**src/rtl/inst_fetch_queue_if.sv**
```systemverilog
// Bundles the control, instruction-RAM and consumer signals of inst_fetch_queue.
// The slave modport is the fetch queue; the master modport is its environment.
interface inst_fetch_queue_if #(
    parameter int unsigned INST_LEN      = 220,
    parameter int unsigned INST_ADDR_LEN = 16
);
    logic                     start;
    logic [INST_ADDR_LEN-1:0] st_addr;
    logic [INST_ADDR_LEN-1:0] inst_num;
    logic                     busy;
    logic                     done;
    logic                     imem_rd_en;
    logic [INST_ADDR_LEN-1:0] imem_rd_addr;
    logic [INST_LEN-1:0]      imem_rd_data;
    logic [INST_LEN-1:0]      instruct;
    logic                     inst_empty;
    logic                     inst_req;
    logic                     pop_err;
    logic [31:0]              stall_cnt;

    modport master (
        output start, st_addr, inst_num, imem_rd_data, inst_req,
        input  busy, done, imem_rd_en, imem_rd_addr, instruct, inst_empty, pop_err, stall_cnt
    );

    modport slave (
        input  start, st_addr, inst_num, imem_rd_data, inst_req,
        output busy, done, imem_rd_en, imem_rd_addr, instruct, inst_empty, pop_err, stall_cnt
    );
endinterface

```
**src/rtl/inst_fetch_queue.sv**
```systemverilog
// Streams a program from the instruction RAM into a first-word-fall-through queue for topcontrol.
// Define INST_FETCH_PERF_EN to build the consumer-starvation counter on stall_cnt.
module inst_fetch_queue #(
    parameter int unsigned INST_LEN      = 220,
    parameter int unsigned INST_ADDR_LEN = 16,
    parameter int unsigned FIFO_AW       = 4,
    parameter int unsigned IMEM_LAT      = 1
) (
    input  logic              clk,
    input  logic              rst,
    inst_fetch_queue_if.slave bus
);
    localparam int unsigned   DEPTH   = 1 << FIFO_AW;
    localparam int unsigned   CW      = FIFO_AW + 1;
    localparam logic [CW-1:0] DEPTH_C = CW'(DEPTH);

    typedef enum logic [1:0] {IDLE, FETCH, DRAIN} state_e;

    state_e                   state_q, state_d;
    logic                     busy_q, done_q, pop_err_q, rd_en_q, empty_q;
    logic [INST_ADDR_LEN-1:0] rd_addr_q, next_addr_q;
    logic [INST_ADDR_LEN-1:0] remain_q, remain_d;
    logic [CW-1:0]            credit_q, credit_d;
    logic [CW-1:0]            count_q, count_d;
    logic [FIFO_AW-1:0]       rd_ptr_q, rd_ptr_d;
    logic [FIFO_AW-1:0]       wr_ptr_q, wr_ptr_d;
    logic [IMEM_LAT-1:0]      vld_sr_q, vld_sr_d;
    logic [INST_LEN-1:0]      head_q;
    logic [INST_LEN-1:0]      mem_q [DEPTH];

    logic                     accept, pop, ret, issue, finish;
    logic [INST_ADDR_LEN-1:0] issue_addr;
    logic [CW-1:0]            kept;

    // Credit counts every word issued but not yet popped, so a returning word always has a slot.
    always_comb begin
        accept     = bus.start && (state_q == IDLE);
        pop        = bus.inst_req && !empty_q;
        ret        = vld_sr_q[IMEM_LAT-1];
        issue      = 1'b0;
        issue_addr = next_addr_q;
        remain_d   = remain_q;
        state_d    = state_q;

        if (accept) begin
            issue      = (bus.inst_num != '0);
            issue_addr = bus.st_addr;
            remain_d   = bus.inst_num;
        end else if (state_q == FETCH) begin
            issue = (credit_q - CW'(pop)) < DEPTH_C;
        end
        if (issue) begin
            remain_d = remain_d - INST_ADDR_LEN'(1);
        end
        credit_d = credit_q + CW'(issue) - CW'(pop);

        case (state_q)
            IDLE:    if (accept) state_d = (remain_d != '0) ? FETCH : DRAIN;
            FETCH:   if (remain_d == '0) state_d = DRAIN;
            default: ;
        endcase
        // Completion is judged on post-edge values so done lands right after the final pop.
        finish = (state_d == DRAIN) && (credit_d == '0);
        if (finish) begin
            state_d = IDLE;
        end

        kept     = count_q - CW'(pop);
        count_d  = kept + CW'(ret);
        rd_ptr_d = rd_ptr_q + FIFO_AW'(pop);
        wr_ptr_d = wr_ptr_q + FIFO_AW'(ret);

        vld_sr_d = '0;
        vld_sr_d[0] = rd_en_q;
        for (int unsigned i = 1; i < IMEM_LAT; i++) begin
            vld_sr_d[i] = vld_sr_q[i-1];
        end
    end

    always_ff @(posedge clk or posedge rst) begin
        if (rst) begin
            state_q     <= IDLE;
            busy_q      <= 1'b0;
            done_q      <= 1'b0;
            pop_err_q   <= 1'b0;
            rd_en_q     <= 1'b0;
            rd_addr_q   <= '0;
            next_addr_q <= '0;
            remain_q    <= '0;
            credit_q    <= '0;
            count_q     <= '0;
            rd_ptr_q    <= '0;
            wr_ptr_q    <= '0;
            vld_sr_q    <= '0;
            head_q      <= '0;
            empty_q     <= 1'b1;
        end else begin
            state_q  <= state_d;
            done_q   <= finish;
            rd_en_q  <= issue;
            remain_q <= remain_d;
            credit_q <= credit_d;
            count_q  <= count_d;
            rd_ptr_q <= rd_ptr_d;
            wr_ptr_q <= wr_ptr_d;
            vld_sr_q <= vld_sr_d;

            if (issue) begin
                rd_addr_q   <= issue_addr;
                next_addr_q <= issue_addr + INST_ADDR_LEN'(1);
            end

            if (finish) begin
                busy_q <= 1'b0;
            end else if (accept) begin
                busy_q <= 1'b1;
            end

            if (accept) begin
                pop_err_q <= 1'b0;
            end else if (bus.inst_req && empty_q) begin
                pop_err_q <= 1'b1;
            end

            // Head comes from storage while older words remain, else straight from the RAM bus.
            if (kept != '0) begin
                head_q <= mem_q[rd_ptr_d];
            end else if (ret) begin
                head_q <= bus.imem_rd_data;
            end
            empty_q <= (count_d == '0);
        end
    end

    always_ff @(posedge clk) begin
        if (ret) begin
            mem_q[wr_ptr_q] <= bus.imem_rd_data;
        end
    end

`ifdef INST_FETCH_PERF_EN
    logic [31:0] stall_q;

    always_ff @(posedge clk or posedge rst) begin
        if (rst) begin
            stall_q <= '0;
        end else if (accept) begin
            stall_q <= '0;
        end else if (busy_q && empty_q && (stall_q != 32'hFFFF_FFFF)) begin
            stall_q <= stall_q + 32'd1;
        end
    end

    assign bus.stall_cnt = stall_q;
`else
    assign bus.stall_cnt = '0;
`endif

    assign bus.busy         = busy_q;
    assign bus.done         = done_q;
    assign bus.imem_rd_en   = rd_en_q;
    assign bus.imem_rd_addr = rd_addr_q;
    assign bus.instruct     = head_q;
    assign bus.inst_empty   = empty_q;
    assign bus.pop_err      = pop_err_q;
endmodule

```
**src/flat_wrapper.sv**
```systemverilog
// flat-port wrapper written by rule: the top's interface ports become plain ports
module inst_fetch_queue_flat 
#(
    parameter int unsigned INST_LEN      = 220,
    parameter int unsigned INST_ADDR_LEN = 16,
    parameter int unsigned FIFO_AW       = 4,
    parameter int unsigned IMEM_LAT      = 1
)
  (clk, rst, bus_start, bus_st_addr, bus_inst_num, bus_imem_rd_data, bus_inst_req, bus_busy, bus_done, bus_imem_rd_en, bus_imem_rd_addr, bus_instruct, bus_inst_empty, bus_pop_err, bus_stall_cnt);
  inst_fetch_queue_if #(.INST_LEN(INST_LEN), .INST_ADDR_LEN(INST_ADDR_LEN)) bus_i ();
  input  logic clk;
  input  logic rst;
  input wire logic [$bits(bus_i.start)-1:0] bus_start;
  input wire logic [$bits(bus_i.st_addr)-1:0] bus_st_addr;
  input wire logic [$bits(bus_i.inst_num)-1:0] bus_inst_num;
  input wire logic [$bits(bus_i.imem_rd_data)-1:0] bus_imem_rd_data;
  input wire logic [$bits(bus_i.inst_req)-1:0] bus_inst_req;
  output wire logic [$bits(bus_i.busy)-1:0] bus_busy;
  output wire logic [$bits(bus_i.done)-1:0] bus_done;
  output wire logic [$bits(bus_i.imem_rd_en)-1:0] bus_imem_rd_en;
  output wire logic [$bits(bus_i.imem_rd_addr)-1:0] bus_imem_rd_addr;
  output wire logic [$bits(bus_i.instruct)-1:0] bus_instruct;
  output wire logic [$bits(bus_i.inst_empty)-1:0] bus_inst_empty;
  output wire logic [$bits(bus_i.pop_err)-1:0] bus_pop_err;
  output wire logic [$bits(bus_i.stall_cnt)-1:0] bus_stall_cnt;
  assign bus_i.start = bus_start;
  assign bus_i.st_addr = bus_st_addr;
  assign bus_i.inst_num = bus_inst_num;
  assign bus_i.imem_rd_data = bus_imem_rd_data;
  assign bus_i.inst_req = bus_inst_req;
  assign bus_busy = bus_i.busy;
  assign bus_done = bus_i.done;
  assign bus_imem_rd_en = bus_i.imem_rd_en;
  assign bus_imem_rd_addr = bus_i.imem_rd_addr;
  assign bus_instruct = bus_i.instruct;
  assign bus_inst_empty = bus_i.inst_empty;
  assign bus_pop_err = bus_i.pop_err;
  assign bus_stall_cnt = bus_i.stall_cnt;
  inst_fetch_queue #(.INST_LEN(INST_LEN), .INST_ADDR_LEN(INST_ADDR_LEN), .FIFO_AW(FIFO_AW), .IMEM_LAT(IMEM_LAT)) u_core (.clk(clk), .rst(rst), .bus(bus_i));
endmodule
```
**config.mk**
```make
export PLATFORM = sky130hd
export DESIGN_NAME = inst_fetch_queue_flat
export DESIGN_NICKNAME = d
export VERILOG_FILES = /design/src/rtl/inst_fetch_queue_if.sv /design/src/rtl/inst_fetch_queue.sv /design/src/flat_wrapper.sv
export SDC_FILE = /design/constraint.sdc
export NUM_CORES = 2
export LEC_CHECK = 0
export ABC_AREA = 1
export CAP_MARGIN = 0
export CORE_AREA = 2 2 498 500
export DETAILED_ROUTE_END_ITERATION = 10
export DIE_AREA = 0 0 500 502
export PLACE_DENSITY = 0.78
export SYNTH_ARGS = -nofsm -noshare
export SYNTH_HDL_FRONTEND = slang
export SYNTH_SLANG_ARGS = --single-unit
```
**constraint.sdc**
```tcl
create_clock -name clk -period 15.56 [get_ports clk]
set_clock_uncertainty 0.15 [all_clocks]
set_input_delay 3.112 -clock clk [delete_from_list [all_inputs] [get_ports clk]]
set_output_delay 3.112 -clock clk [all_outputs]
set_load 0.01 [all_outputs]
```
### Signal wires on met1

The bar under the picture is 200 um long. Supply wires on this layer in gray.
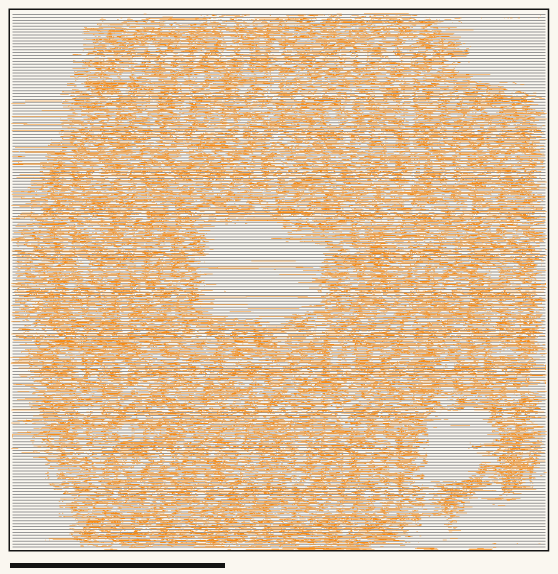
The layer holds 36% of the routed length. The longest straight run is 139 um. 11132 nets have wire on it.
vias after detailed routing: 100968
routed wire length: 411 mm

### Signal wires on met2

The bar under the picture is 200 um long.
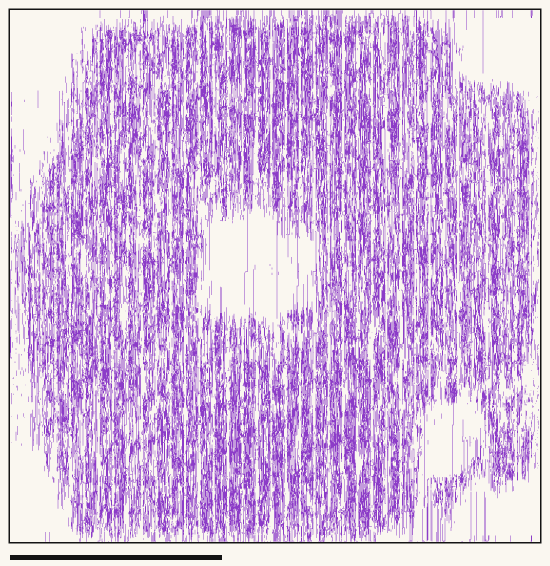
9551 nets have wire on it. The layer carries 193 mm of wire. The layer holds 47% of the routed length.

==> metrics.log <==
[report] implementation figures
INFO  metric synth_top_cell_by_area = sky130_fd_sc_hd__edfxtp_1
INFO  metric cts-buffers-inserted = slightly below 400
INFO  metric remaining_drc_errors = 0
INFO  metric per_instance_average_area_after_synthesis = between 10 and 15 um^2
INFO  metric critical_path.max_fanout = around 92
INFO  metric die_h = between 500 and 600 um
INFO  metric yosysCellCount = between 10000 and 15000
INFO  metric regToRegStartpoint = u_core.ret$_DFF_PP0_
INFO  metric drt_iter0_drc = roughly 16000
INFO  metric boundaryPins = around 530
INFO  metric cts.path.max_buffers = 4
INFO  metric cp_cell_sequence = clkdlybuf4s50_1 -> inv_1 -> nor2_1 -> ha_4 -> ha_4 -> buf_4 -> buf_4 -> buf_4 -> o21ai_0 -> o22ai_1 -> o21ai_0 -> o22ai_1 -> nor2_1 -> o21ai_1
INFO  metric post_cts_resized = 0
INFO  metric detailed_place_hpwl = around 190 mm
INFO  metric route.detailed.wl_per_inst = 27.2 um
INFO  metric timing.final.max_slew_violations = 0
INFO  metric hold_end = u_core.ret$_DFF_PP0_
INFO  metric clock_sinks = around 3800
INFO  metric sequential_area_share_after_synthesis = 75.8%
INFO  metric syn_to_final_growth = 13.3%
INFO  metric synth-edff-count = 3520
INFO  metric worst-slew-pin-transition = between 1 and 1.5 ns
INFO  metric tritoncts_clock_tree = done
INFO  metric post_synth_most_frequent_cells = sky130_fd_sc_hd__edfxtp_1, sky130_fd_sc_hd__nor2_1, sky130_fd_sc_hd__o21ai_0, sky130_fd_sc_hd__clkbuf_1, sky130_fd_sc_hd__o22ai_1
INFO  metric power.ir.vdd_worst = 0.374 mV
INFO  metric status = complete, no violations
INFO  metric stage_log_warnings = approximately 230
INFO  metric setup.worst_path.class = in -> reg
INFO  metric finalWeightedCongestion = 0.810
INFO  metric reported_net_switching_power = about 0.014 W
INFO  metric detailedRoute.firstPassIterationCount = 7
INFO  metric worstSetupPathDepth = 14
INFO  metric worstPathArrival = a little under 9 ns
INFO  metric numPortBuffers = 496
INFO  metric fraction_of_layout_instances_using_a_drive_strength_above_1 = under 10%
INFO  metric finalWorstPathRequiredPeriod = 8.16 ns
INFO  metric path_buffers = 5
INFO  metric reg2reg_to = u_core.mem_q[11][162]$_DFFE_PP_
INFO  metric topCellsByArea = sky130_fd_sc_hd__edfxtp_1, sky130_fd_sc_hd__o21ai_0, sky130_fd_sc_hd__nor2_1
INFO  metric endpoint_kind = flop
INFO  metric rsz_0062_raised_after_global_routing = false
-- placed cells by master, fill, tap and decap left out, types with 103 or more instances in the layout --
cell type and instances:
sky130_fd_sc_hd__inv_1 153, sky130_fd_sc_hd__nand3_1 222, sky130_fd_sc_hd__o22ai_1 718, sky130_fd_sc_hd__a21oi_1 141
sky130_fd_sc_hd__clkbuf_16 392, sky130_fd_sc_hd__nor2_1 2332, sky130_fd_sc_hd__nand2_1 285, sky130_fd_sc_hd__o21ai_0 2105
sky130_fd_sc_hd__o21ai_1 103, sky130_fd_sc_hd__o221ai_1 307, sky130_fd_sc_hd__edfxtp_1 3520, sky130_fd_sc_hd__dfrtp_1 292
sky130_fd_sc_hd__clkdlybuf4s50_1 496, sky130_fd_sc_hd__buf_4 105
-- metal layers --
layer  part of all wire, %  vias to the layer above  routed length [um]  track usage, %
li1                      -                    42716                   -               -
met1                    36                    49765              149000            43.4
met2                    47                     7319              193000            50.1
met3                    13                     1114               51700            6.94
met4                   4.1                       54               16700            15.0
met5                 0.079                        -                 323               0
-- cells by family after synthesis --
logic type               Yosys count  synth area share, %
flip-flops                      3814                 75.8
adder cells (fa/ha/maj)           18                0.156
other                              1              0.00251
XOR/XNOR                          20                0.122
AND/OR/NAND/NOR                 2903                 7.59
multiplexers                       2               0.0134
AND-OR/OR-AND                   3547                 13.6
buffers and inverters           1040                 2.76
-- flip-flops by register name, indices dropped and copies added, names as in the netlist --
name / flops
u_core.bus.pop_err: 1
u_core.remain_q: 16
u_core.bus.instruct: 220
u_core.count_q: 5
u_core.next_addr_q: 16
u_core.state_q: 2
u_core.rd_ptr_q: 4
u_core.wr_ptr_q: 4
u_core.bus.busy: 1
u_core.bus.done: 1
u_core.credit_q: 5
u_core.bus.imem_rd_en: 1
u_core.ret: 1
u_core.bus.inst_empty: 1
u_core.mem_q: 3520
u_core.bus.imem_rd_addr: 16
-- cell type report --
type                       instances  area share (%)
clock buffer                     526            6.33
antenna                           34          0.0504
multi-input combinational       6522            19.1
tap                             3220            2.38
timing repair buffer             629            3.74
clock inverter                   172            1.08
sequential                      3814            66.9
inverter                         164           0.390
-- power groups by stage --
stage / sequential (W) / combinational, W / clock [W]
2_1_floorplan: 0.0121 / 0.00913 / 0
3_3_place_gp: 0.0122 / 0.0129 / 0
3_5_place_dp: 0.0122 / 0.0134 / 0
4_1_cts: 0.0120 / 0.0136 / 0.00920
5_1_grt: 0.0120 / 0.0151 / 0.00961
6_report: 0.0120 / 0.0139 / 0.00915
-- stage by stage --
stage,setup WS (ns),utilization (%),instance area [um^2],hold WS (ns)
2_1_floorplan,4.18,-,149000,0.266
3_3_place_gp,6.68,63.8,156000,0.247
3_5_place_dp,6.53,63.8,156000,0.253
4_1_cts,7.60,68.9,169000,0.271
5_1_grt,7.11,68.9,169000,0.287
6_report,7.40,68.9,169000,0.271
Power is estimated from default activity; no workload was simulated.
